<file path="src/rtl/fw_motor_pkg.sv">
// Shared types and constants for the filter-wheel stepper sequencer.
package fw_motor_pkg;

    localparam int DEAD_CYCLES_DEFAULT = 8;
    localparam int MIN_PERIOD_DEFAULT  = 64;

    typedef enum logic [1:0] {
        SEQ_IDLE  = 2'd0,
        SEQ_DEAD  = 2'd1,
        SEQ_DWELL = 2'd2
    } seqState_t;

    typedef enum logic [1:0] {
        COIL_OFF = 2'd0,
        COIL_FWD = 2'd1,
        COIL_REV = 2'd2
    } coilCode_t;

    typedef struct packed {
        coilCode_t a;
        coilCode_t b;
    } coilPair_t;

    // Electrical phase -> (A,B) coil polarity; index 0 is the leftmost entry.
    localparam coilPair_t [0:3] PHASE_TABLE = {
        {COIL_FWD, COIL_FWD},
        {COIL_REV, COIL_FWD},
        {COIL_REV, COIL_REV},
        {COIL_FWD, COIL_REV}
    };

    function automatic coilPair_t phaseCoils(input logic [1:0] ph);
        return PHASE_TABLE[ph];
    endfunction

    // Forward steps from even phases and reverse steps from odd phases move coil A.
    function automatic logic changesCoilA(input logic [1:0] ph, input logic fwd);
        return ph[0] ^ fwd;
    endfunction

endpackage

</file>
<file path="src/rtl/fw_coil_driver.sv">
// Maps one coil code onto its H-bridge gate signals (high-side Plus/Minus, low-side Prime).
module fw_coil_driver
    import fw_motor_pkg::*;
(
    input  coilCode_t code,
    output logic      plus,
    output logic      minus,
    output logic      plusPrime,
    output logic      minusPrime
);

    always_comb begin
        plus       = (code == COIL_FWD);
        minusPrime = (code == COIL_FWD);
        minus      = (code == COIL_REV);
        plusPrime  = (code == COIL_REV);
    end

endmodule

</file>
<file path="src/rtl/fw_stepper_sequencer.sv">
// Full-step two-phase-on stepper sequencer with dead time and step pacing.
// Optional home-sensor stop is compiled in with FW_HOME_STOP_EN.
module fw_stepper_sequencer
    import fw_motor_pkg::*;
#(
    parameter int DEAD_CYCLES = DEAD_CYCLES_DEFAULT,
    parameter int MIN_PERIOD  = MIN_PERIOD_DEFAULT,
    parameter int CNT_W       = 16
) (
    input  logic             clk,
    input  logic             DEVRST_N,
    // A command transfers on a clk edge where cmd_valid and cmd_ready are both high;
    // cmd_ready is high only in IDLE and the command fields are sampled at that edge.
    input  logic             cmd_valid,
    output logic             cmd_ready,
    input  logic             cmd_dir,
    input  logic [CNT_W-1:0] cmd_steps,
    input  logic [CNT_W-1:0] step_period,
    input  logic             hold_en,
    input  logic             abort,
    input  logic             home_raw,
    output logic             busy,
    output logic             done,
    output logic             aborted,
    output logic             home_hit,
    output logic [CNT_W-1:0] steps_left,
    output logic [1:0]       phase,
    output logic             MotorDriveAPlus,
    output logic             MotorDriveAMinus,
    output logic             MotorDriveBPlus,
    output logic             MotorDriveBMinus,
    output logic             MotorDriveAPlusPrime,
    output logic             MotorDriveAMinusPrime,
    output logic             MotorDriveBPlusPrime,
    output logic             MotorDriveBMinusPrime,
    output logic [1:0]       dbgState
);

    localparam logic [1:0] S_IDLE  = SEQ_IDLE;
    localparam logic [1:0] S_DEAD  = SEQ_DEAD;
    localparam logic [1:0] S_DWELL = SEQ_DWELL;

    localparam logic [CNT_W-1:0] DEAD_LOAD  = CNT_W'(DEAD_CYCLES - 1);
    localparam logic [CNT_W-1:0] PERIOD_MIN = CNT_W'(MIN_PERIOD);

    logic [1:0]       state, stateN;
    logic [1:0]       phaseN;
    logic             dir, dirN;
    logic             prime, primeN;
    logic [CNT_W-1:0] period, periodN;
    logic [CNT_W-1:0] cnt, cntN;
    logic [CNT_W-1:0] stepsN;
    logic             doneN, abortedN, homeHitN;
    logic             homeRise;
    coilPair_t        pairN;
    coilCode_t        aCodeN, bCodeN;
    logic [3:0]       aGatesN, bGatesN;

    assign dbgState = state;

`ifdef FW_HOME_STOP_EN
    logic [1:0] homeSync;
    logic       homePrev;

    always_ff @(posedge clk or negedge DEVRST_N) begin
        if (!DEVRST_N) begin
            homeSync <= 2'b00;
            homePrev <= 1'b0;
        end else begin
            homeSync <= {homeSync[0], home_raw};
            homePrev <= homeSync[1];
        end
    end

    assign homeRise = homeSync[1] & ~homePrev;
`else
    logic unusedHomeRaw;
    assign unusedHomeRaw = home_raw;
    assign homeRise      = 1'b0;
`endif

    always_comb begin
        stateN   = state;
        phaseN   = phase;
        dirN     = dir;
        primeN   = prime;
        periodN  = period;
        cntN     = cnt;
        stepsN   = steps_left;
        doneN    = 1'b0;
        abortedN = aborted;
        homeHitN = home_hit;
        case (state)
            S_IDLE: begin
                if (cmd_valid && cmd_ready) begin
                    dirN     = cmd_dir;
                    stepsN   = cmd_steps;
                    periodN  = (step_period < PERIOD_MIN) ? PERIOD_MIN : step_period;
                    abortedN = 1'b0;
                    homeHitN = 1'b0;
                    if (cmd_steps == '0) begin
                        doneN = 1'b1;
                    end else begin
                        stateN = S_DEAD;
                        cntN   = DEAD_LOAD;
                        // An unheld start energizes both coils first so motion never begins on one coil.
                        primeN = ~hold_en;
                    end
                end
            end
            S_DEAD: begin
                if (cnt == '0) begin
                    if (prime) begin
                        primeN = 1'b0;
                        cntN   = DEAD_LOAD;
                    end else begin
                        phaseN = dir ? phase + 2'd1 : phase - 2'd1;
                        stateN = S_DWELL;
                        cntN   = period - 1'b1;
                    end
                end else begin
                    cntN = cnt - 1'b1;
                end
            end
            S_DWELL: begin
                if (cnt == '0) begin
                    stepsN = steps_left - 1'b1;
                    if (steps_left == CNT_W'(1)) begin
                        stateN = S_IDLE;
                        doneN  = 1'b1;
                    end else begin
                        stateN = S_DEAD;
                        cntN   = DEAD_LOAD;
                    end
                end else begin
                    cntN = cnt - 1'b1;
                end
            end
            default: stateN = S_IDLE;
        endcase
        // Early termination keeps the last fully applied phase and the residual step count.
        if (state != S_IDLE && (abort || homeRise)) begin
            stateN   = S_IDLE;
            phaseN   = phase;
            stepsN   = steps_left;
            primeN   = 1'b0;
            doneN    = 1'b1;
            abortedN = abort;
            homeHitN = ~abort;
        end
    end

    always_comb begin
        pairN  = phaseCoils(phaseN);
        aCodeN = pairN.a;
        bCodeN = pairN.b;
        if (stateN == S_IDLE && !hold_en) begin
            aCodeN = COIL_OFF;
            bCodeN = COIL_OFF;
        end else if (stateN == S_DEAD && !primeN) begin
            if (changesCoilA(phaseN, dirN)) aCodeN = COIL_OFF;
            else                            bCodeN = COIL_OFF;
        end
    end

    fw_coil_driver uCoilA (
        .code       (aCodeN),
        .plus       (aGatesN[3]),
        .minus      (aGatesN[2]),
        .plusPrime  (aGatesN[1]),
        .minusPrime (aGatesN[0])
    );

    fw_coil_driver uCoilB (
        .code       (bCodeN),
        .plus       (bGatesN[3]),
        .minus      (bGatesN[2]),
        .plusPrime  (bGatesN[1]),
        .minusPrime (bGatesN[0])
    );

    always_ff @(posedge clk or negedge DEVRST_N) begin
        if (!DEVRST_N) begin
            state      <= S_IDLE;
            phase      <= 2'd0;
            dir        <= 1'b0;
            prime      <= 1'b0;
            period     <= '0;
            cnt        <= '0;
            steps_left <= '0;
            done       <= 1'b0;
            aborted    <= 1'b0;
            home_hit   <= 1'b0;
            busy       <= 1'b0;
            cmd_ready  <= 1'b1;
            {MotorDriveAPlus, MotorDriveAMinus, MotorDriveAPlusPrime, MotorDriveAMinusPrime} <= 4'b0000;
            {MotorDriveBPlus, MotorDriveBMinus, MotorDriveBPlusPrime, MotorDriveBMinusPrime} <= 4'b0000;
        end else begin
            state      <= stateN;
            phase      <= phaseN;
            dir        <= dirN;
            prime      <= primeN;
            period     <= periodN;
            cnt        <= cntN;
            steps_left <= stepsN;
            done       <= doneN;
            aborted    <= abortedN;
            home_hit   <= homeHitN;
            busy       <= (stateN != S_IDLE);
            cmd_ready  <= (stateN == S_IDLE);
            {MotorDriveAPlus, MotorDriveAMinus, MotorDriveAPlusPrime, MotorDriveAMinusPrime} <= aGatesN;
            {MotorDriveBPlus, MotorDriveBMinus, MotorDriveBPlusPrime, MotorDriveBMinusPrime} <= bGatesN;
        end
    end

endmodule

</file>
<file path="config.mk">
export PLATFORM = sky130hd
export DESIGN_NAME = fw_stepper_sequencer
export DESIGN_NICKNAME = d
export VERILOG_FILES = /design/src/rtl/fw_motor_pkg.sv /design/src/rtl/fw_coil_driver.sv /design/src/rtl/fw_stepper_sequencer.sv
export SDC_FILE = /design/constraint.sdc
export NUM_CORES = 1
export LEC_CHECK = 0
export ABC_AREA = 1
export CAP_MARGIN = 10
export CORE_UTILIZATION = 58
export DETAILED_ROUTE_END_ITERATION = 7
export GPL_ROUTABILITY_DRIVEN = 0
export PLACE_DENSITY = 0.95
export REMOVE_ABC_BUFFERS = 1
export SKIP_LAST_GASP = 1
export SYNTH_ARGS = -nofsm -noshare
export SYNTH_HDL_FRONTEND = slang
export SYNTH_SLANG_ARGS = --single-unit
</file>
<file path="constraint.sdc">
create_clock -name clk -period 4.4 [get_ports clk]
set_clock_uncertainty 0.2 [all_clocks]
set_input_delay 1.32 -clock clk [delete_from_list [all_inputs] [get_ports clk]]
set_output_delay 1.32 -clock clk [all_outputs]
set_load 0.005 [all_outputs]
</file>
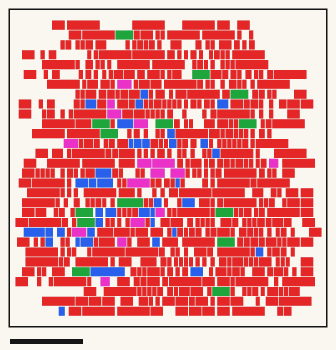
Run 1: drive-strength map
Scale bar: 20 microns.
- drive 3 to 4: magenta (cells 16; share 2.5%; most used nor2_4)
- drive 1 or less: red (cells 574; share 89%; most used nand2_1)
- drive 2: blue (cells 38; share 5.9%; most used nor2_2)
- drive 6 and up: green (cells 14; share 2.2%; most used clkbuf_8)

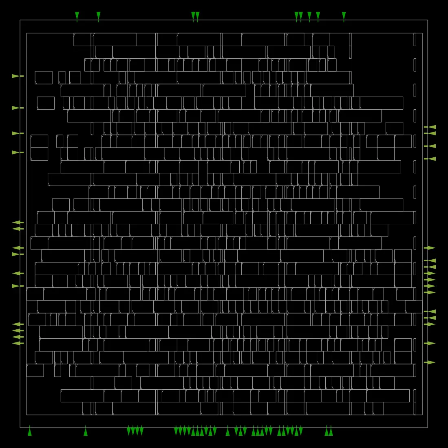
Run 1: cell outlines without signal wires
# rows: 30
flop count: 63
Seq/total area: 30.6%

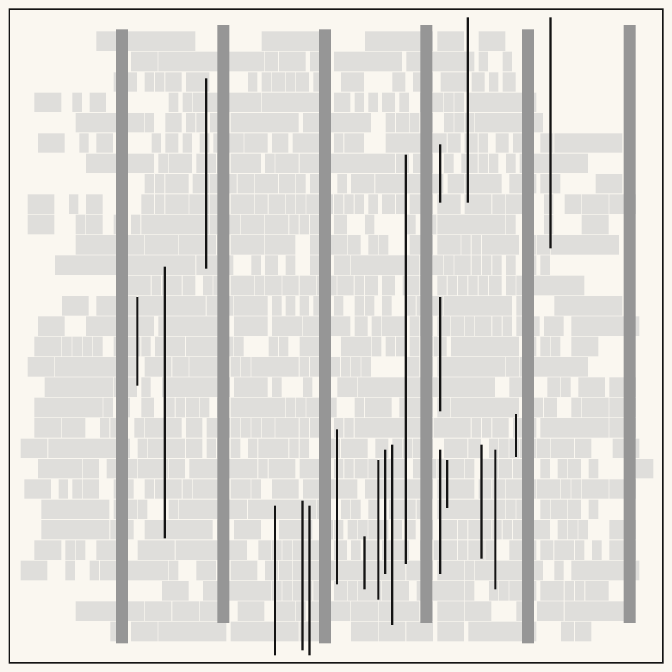
Run 1: met4 routing
Supply wires on this layer in gray. Cells faint in the background.
- main direction: vertical
- nets with wire on the layer: 19
- longest straight run: 54.4 microns

==> flow_summary_export.csv, run 1 <==
group,metric,value,unit
outcome,status,"finished, final reports clean",
finish,reg_top3,"cnt (16), period (16), steps_left (16)",
pwr,intPower,1.63,mW
synth,top_cell,"nand2_1",
clock_network,clk_pin_slew,0.06,ns
finish,finalNonFillerCells,738,
timing,worstMarginPinSlew,0.762,ns
clock_network,cts.repair.resized,0,
die,fp_util,60.9,%
timing,hold_viol,0,
clock_network,numClockSinks,63,
drt,met1_length,4.44,mm
global_route,gr-usage-all-layers,31.5,%
global_route,grt_max_degree,36,
clock_network,cts_setup_buffers,0,
synth,synthArstFlopShare,100,%
place,dpl.hpwl,8.06,mm
finish,fillers,500,
die,coreArea,0.00691,sq mm
global_route,gr-usage-met2,53.5,%
drt,wl,11.0,mm
timing,rsz0062_at_grt,"false",
worst_setup_path,crit_cells,9,
worst_setup_path,r2r-start,"dbgState[0]",
finish,antenna_cells,0,
global_route,met3_usage,5.31,%
die,tapCellCount,96,
global_route,antenna_found_initial,0,
drt,wl_met3,694,microns
finish,flop_area,0.00158,sq mm
synth,top_cells_by_count,"135 x nand2_1, 73 x nor2_1, 64 x inv_1",
die,die-area,0.00759,sq mm
synth,ys_sh_adder,2.68,%
clock_network,holdBufCountCts,0,
worst_setup_path,path_max_fanout,22,
synth,yosys-stat-cells,568,
job,warnings,31,
finish,logic_area,0.00226,sq mm
synth,synthFlopType,"dfrtp_1",
global_route,use_met1,38.8,%
worst_hold_path,holdCritStartpoint,"home_hit",
drt,dr.first_iter.drc_count,346,
finish,inverters,72,
worst_setup_path,worstPathCellList,"clkdlybuf4s50_1, nand2_1, nor2_4, inv_2, o31ai_1, nand2_1, inv_2, o21ai_0, o21ai_1",
clock_network,root_buffer,"clkbuf_8",
worst_setup_path,required,4.47,ns
pwr,seq-power,0.991,mW
timing,slew_violations,0,
synth,yosys.area_share.aoi,13.9,%
worst_setup_path,regToRegSetupSlack,1.57,ns
worst_setup_path,slowest_delay,0.48,ns
worst_setup_path,r2r-end,"steps_left[14]",
finish,area_growth,22.5,%
finish,dominant-cell-class,"multi-input combinational cells",
finish,comb.multi_input.count,417,
pwr,ir_drop,0.000329,V
synth,yosys.area.top_type_share,36.9,%
timing,timing.final.ws_setup,1.21,ns
drt,vias_per_cell,5.67,
synth,yosys_warnings,0,
synth,ys_seq_share,37.5,%
finish,utilization,74.6,%
drt,highest_layer,"met4",
die,die_y,87.1,microns
finish,sh_comb_area,44.0,%
synth,synth-xor-area-share,5.80,%
pwr,p_per_area,552,mW/mm^2
job,maxCapViolCount,0,
pwr,pwr-share-comb,48.1,%
finish,finalInstanceArea,0.00515,sq mm
global_route,top_usage_layer,"met2",
drt,vias,4188,
drt,drc,0,
clock_network,htree_levels,3,
clock_network,clk_latency,0.35,ns
finish,clock_buffers,16,
die,die_w,87.1,microns
place,io_buffers,70,
worst_setup_path,crit_family,"buffers and inverters",
timing,tns,0,ns
finish,clk_share,3.69,%
worst_setup_path,critPathCapture,"steps_left[14]",
timing,fmax,0.313,GHz
worst_hold_path,holdPathEnd,"home_hit",
global_route,grt_pass1_vias,4106,
synth,ys_ff,63,
finish,buffers_excl_clock,74,
worst_setup_path,slowest_stage,"clkdlybuf4s50_1",
synth,synth.cellmix.simpleShare,31.4,%
synth,netlist-cell-type-count,46,
worst_setup_path,critical_path.startpoint_type,"input port",
synth,yosysTopAreaCell,"dfrtp_1",
pwr,pg_comb,1.37,mW
place,place_ws,0.897,ns
pwr,switching_share,42.7,%
global_route,overflow,0,
synth,synthMuxAreaShare,0,%
synth,syn_area,0.00420,sq mm
pwr,p_clk_share,17.0,%
finish,mostFrequentLayoutCells,"135 x nand2_1, 73 x nor2_1, 69 x clkdlybuf4s50_1, 64 x inv_1, 62 x dfrtp_1",
pwr,seqPwrFrac,34.9,%
worst_setup_path,path_buffers,3,
pwr,powerClk,0.484,mW
clock_network,cts_tree,"done",
synth,yosysChipArea,0.00420,sq mm
==> run 1 -> run 2 <==
- CORE_UTILIZATION: 58 -> 54
- PLACE_DENSITY: 0.95 -> 0.91
- clock period: 4.4 -> 3.2 ns (I/O delays scaled with it)
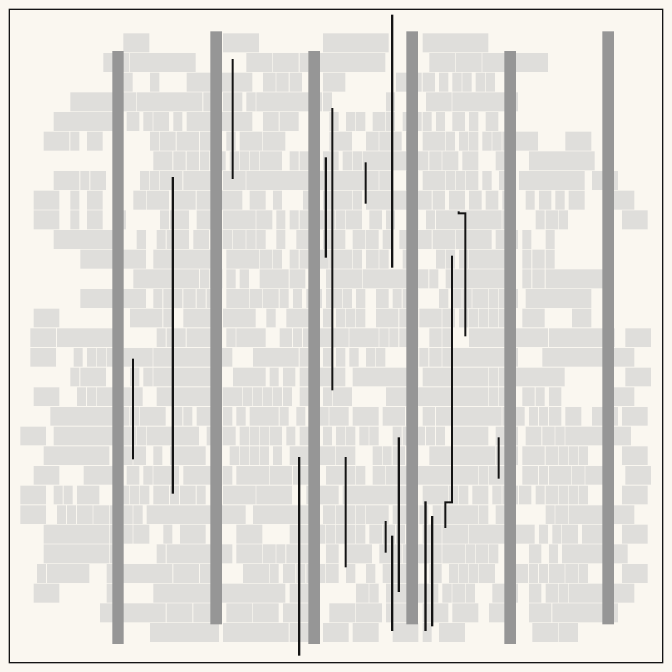
Run 2: met4 routing
Supply wires on this layer in gray. Cells faint in the background.
drt total wl: 10.5 mm
vias post-DR: 4,115

==> flow_summary_export.csv, run 2 <==
group,metric,value,unit
place,io_buffers,70,
worst_setup_path,critPathCapture,"cnt[13]",
place,place_ws,0.138,ns
place,dpl.hpwl,7.77,mm
synth,top_cells_by_count,"135 x nand2_1, 73 x nor2_1, 64 x inv_1",
die,die_w,90.2,microns
die,row_count,31,
finish,antenna_cells,0,
timing,timing.final.ws_setup,0.471,ns
synth,netlist-cell-type-count,46,
worst_setup_path,crit_family,"simple AND/OR/NAND/NOR gates",
worst_setup_path,required,3.29,ns
synth,synthArstFlopShare,100,%
worst_setup_path,r2r-end,"cnt[13]",
pwr,switching_share,41.7,%
finish,flop-count,63,
worst_setup_path,r2r-start,"dbgState[0]",
timing,rsz0062_at_grt,"false",
synth,ys_ff,63,
finish,seq_share,30.4,%
timing,slew_violations,0,
synth,synth.cellmix.simpleShare,31.4,%
global_route,gr-usage-met2,44.5,%
clock_network,holdBufCountCts,0,
global_route,overflow,0,
finish,sh_comb_area,43.6,%
die,tapCellCount,99,
outcome,status,"finished, violations left",
synth,synthFlopType,"dfrtp_1",
finish,mostFrequentLayoutCells,"135 x nand2_1, 73 x nor2_1, 69 x clkdlybuf4s50_1, 64 x inv_1, 62 x dfrtp_1",
worst_setup_path,critical_path.startpoint_type,"input port",
synth,yosys_warnings,0,
clock_network,htree_levels,3,
global_route,antenna_found_initial,0,
synth,syn_area,0.00420,sq mm
synth,synthMuxAreaShare,0,%
worst_setup_path,slowest_stage,"clkdlybuf4s50_1",
drt,wl_met3,622,microns
drt,highest_layer,"met4",
global_route,grt_pass1_vias,3950,
finish,finalInstanceArea,0.00519,sq mm
finish,clk_share,4.02,%
global_route,met3_usage,3.89,%
worst_setup_path,path_buffers,3,
drt,vias_per_cell,5.53,
synth,ys_sh_adder,2.68,%
drt,met1_length,4.41,mm
pwr,p_per_area,760,mW/mm^2
die,coreArea,0.00737,sq mm
finish,buffers_excl_clock,77,
finish,reg_top3,"cnt (16), period (16), steps_left (16)",
synth,top_cell,"nand2_1",
worst_hold_path,holdCritStartpoint,"home_hit",
timing,hold_viol,0,
synth,yosys.area_share.aoi,13.9,%
pwr,pg_comb,1.86,mW
job,warnings,31,
pwr,powerClk,0.732,mW
worst_setup_path,slowest_delay,0.51,ns
die,fp_util,57.0,%
finish,area_growth,23.6,%
clock_network,numClockSinks,63,
pwr,seqPwrFrac,34.3,%
finish,clock_buffers,13,
pwr,ir_drop,0.000403,V
finish,inverters,72,
synth,yosysChipArea,0.00420,sq mm
worst_setup_path,worstPathCellList,"clkdlybuf4s50_1, nor2_1, nand2_1, nor2_1, nand2_1, nand2_1, nand2_1, nand3_4, inv_2, nand2_4, inv_4, nand3_1, nand2_1",
job,maxCapViolCount,0,
global_route,gr-usage-all-layers,26.8,%
pwr,p_clk_share,18.5,%
pwr,intPower,2.30,mW
timing,tns,0,ns
finish,fillers,567,
global_route,use_met1,34.3,%
finish,utilization,70.5,%
clock_network,cts_tree,"done",
drt,drc,1,
die,die-area,0.00814,sq mm
finish,comb.multi_input.count,417,
clock_network,cts.repair.resized,0,
clock_network,clk_latency,0.35,ns
synth,synth-xor-area-share,5.80,%
synth,yosys.area.top_type_share,36.9,%
drt,dr.first_iter.drc_count,308,
outcome,violations,"design-rule violations",
synth,yosysTopAreaCell,"dfrtp_1",
pwr,seq-power,1.35,mW
synth,yosys-stat-cells,568,
die,die_y,90.2,microns
pwr,pwr-share-comb,47.2,%
worst_setup_path,path_max_fanout,11,
clock_network,cts_setup_buffers,0,
==> run 2 -> run 3 <==
- CAP_MARGIN: 10 -> 20
- RECOVER_POWER: not set -> 50
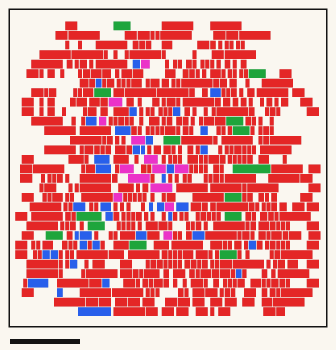
Run 3: drive-strength map
Scale bar: 20 microns.
Synth-to-Final Area Change: 22.7%
Layout Cell Area excl Fill: 0.00516 sq mm
worst setup margin: 0.371 ns

==> flow_summary_export.csv, run 3 <==
group,metric,value,unit
worst_setup_path,path_max_fanout,10,
drt,highest_layer,"met4",
worst_setup_path,crit_cells,10,
finish,antenna_cells,0,
finish,comb.multi_input.count,417,
finish,flop-count,63,
worst_setup_path,critical_path.startpoint_type,"input port",
synth,yosysTopAreaCell,"dfrtp_1",
worst_setup_path,required,3.22,ns
job,maxCapViolCount,0,
finish,inverters,72,
pwr,intPower,2.29,mW
finish,drive_above_1_share,10.1,%
die,die-area,0.00814,sq mm
worst_hold_path,holdCritStartpoint,"home_hit",
synth,yosys.area.top_type_share,36.9,%
global_route,overflow,0,
synth,edf_count,0,
synth,synthArstFlopShare,100,%
die,io_pins,72,
finish,finalNonFillerCells,744,
worst_hold_path,holdPathStages,2,
synth,synth-xor-area-share,5.80,%
synth,syn_area,0.00420,sq mm
worst_setup_path,slowest_delay,0.53,ns
global_route,met3_usage,3.89,%
drt,wl_per_cell,14.2,microns
timing,finalCritPeriodShare,88.4,%
clock_network,cts_setup_buffers,0,
outcome,status,"finished, final reports clean",
finish,fillers,574,
global_route,grt_max_degree,43,
die,coreArea,0.00737,sq mm
synth,top_cells_by_count,"135 x nand2_1, 73 x nor2_1, 64 x inv_1",
worst_setup_path,arrival,2.85,ns
drt,dr.first_iter.drc_count,310,
synth,yosysChipArea,0.00420,sq mm
worst_setup_path,r2r-end,"MotorDriveBMinusPrime",
synth,ys_sh_adder,2.68,%
die,die_w,90.2,microns
synth,ys_seq_share,37.5,%
synth,synth.cellmix.simpleShare,31.4,%
timing,slew-limit-headroom,39.2,%
finish,seq_share,30.6,%
finish,mostFrequentLayoutCells,"137 x nand2_1, 75 x nor2_1, 68 x clkdlybuf4s50_1, 65 x inv_1, 62 x dfrtp_1",
synth,yosys_warnings,0,
worst_setup_path,cp-startpoint,"cmd_valid",
drt,wl,10.5,mm
drt,met1_length,4.44,mm
die,row_count,31,
pwr,p_per_area,761,mW/mm^2
finish,clock_buffers,13,
drt,wl_met3,669,microns
worst_hold_path,holdPathEnd,"home_hit",
clock_network,cts_buffers,9,
die,fp_util,57.0,%
place,io_buffers,70,
synth,avgSynthCellArea,7.40,sq um
global_route,top_usage_layer,"met2",
timing,tns,0,ns
finish,logic_area,0.00224,sq mm
finish,layout_top_cell,"nand2_1",
global_route,antenna_found_initial,0,
pwr,total_power,3.93,mW
clock_network,clk_pin_slew,0.07,ns
synth,netlist-cell-type-count,46,
pwr,pg_comb,1.84,mW
synth,ys_ff,63,
finish,sh_comb_area,43.4,%
drt,vias,4114,
pwr,p_clk_share,18.6,%
clock_network,holdBufCountCts,0,
worst_setup_path,regToRegSetupSlack,0.67,ns
place,dpl.hpwl,7.77,mm
clock_network,numClockSinks,63,
global_route,grt_pass1_wl,17.7,mm
worst_setup_path,reg2regPathDepth,12,
finish,clk_share,4.05,%
synth,yosys.area_share.aoi,13.9,%
die,tapCellCount,99,
clock_network,clk_latency,0.35,ns
global_route,gr-usage-all-layers,26.8,%
finish,buffers_excl_clock,77,
clock_network,root_buffer,"clkbuf_8",
pwr,seqPwrFrac,34.5,%
clock_network,cts_buffer_depth,2,
timing,finalSetupViolations,0,
worst_setup_path,worstPathCellList,"dlygate4sd3_1, nand2_1, nor2_1, inv_1, o31ai_1, nand2_1, clkbuf_1, a21oi_1, o21ai_0, o21ai_0",
drt,drc,0,
synth,yosys-top-cells-area,"dfrtp_1 37%, nand2_1 12%, nor2_1 6.5%",
die,die_y,90.2,microns
drt,drtAntennaViolNets,0,
synth,top_cell,"nand2_1",
place,place_ws,0.138,ns
finish,utilization,70.0,%
timing,hold_slack,0.321,ns
worst_setup_path,path_buffers,3,
worst_setup_path,critPathCapture,"steps_left[15]",
timing,fin_crit,2.83,ns
drt,vias_per_cell,5.53,
pwr,p_sw,1.64,mW
synth,logic_family,"simple AND/OR/NAND/NOR gates",
global_route,use_met1,34.3,%
pwr,seq-power,1.36,mW
worst_setup_path,slowest_stage,"dlygate4sd3_1",
finish,reg_top3,"cnt (16), period (16), steps_left (16)",
global_route,grt_pass1_vias,3950,
timing,fmax,0.353,GHz
clock_network,cts.repair.resized,0,
synth,synthMuxAreaShare,0,%
worst_setup_path,r2r-start,"dbgState[0]",
finish,dominant-cell-class,"multi-input combinational cells",
worst_setup_path,crit_type,"input port to register",
pwr,switching_share,41.7,%
pwr,ir_drop,0.000403,V
synth,yosys-stat-cells,568,
pwr,p_leak,2.43,nW
worst_setup_path,crit_family,"buffers and inverters",
clock_network,htree_levels,3,
timing,slew_violations,0,
clock_network,cts_tree,"done",
job,warnings,31,
pwr,pwr-share-comb,46.9,%
pwr,powerClk,0.731,mW
timing,rsz0062_at_grt,"false",
finish,flop_area,0.00158,sq mm
timing,hold_viol,0,
timing,worstMarginPinSlew,0.912,ns
worst_hold_path,hp-class,"register to register",
synth,synthFlopType,"dfrtp_1",
global_route,gr-usage-met2,44.5,%
Power and IR drop assume default switching activity.
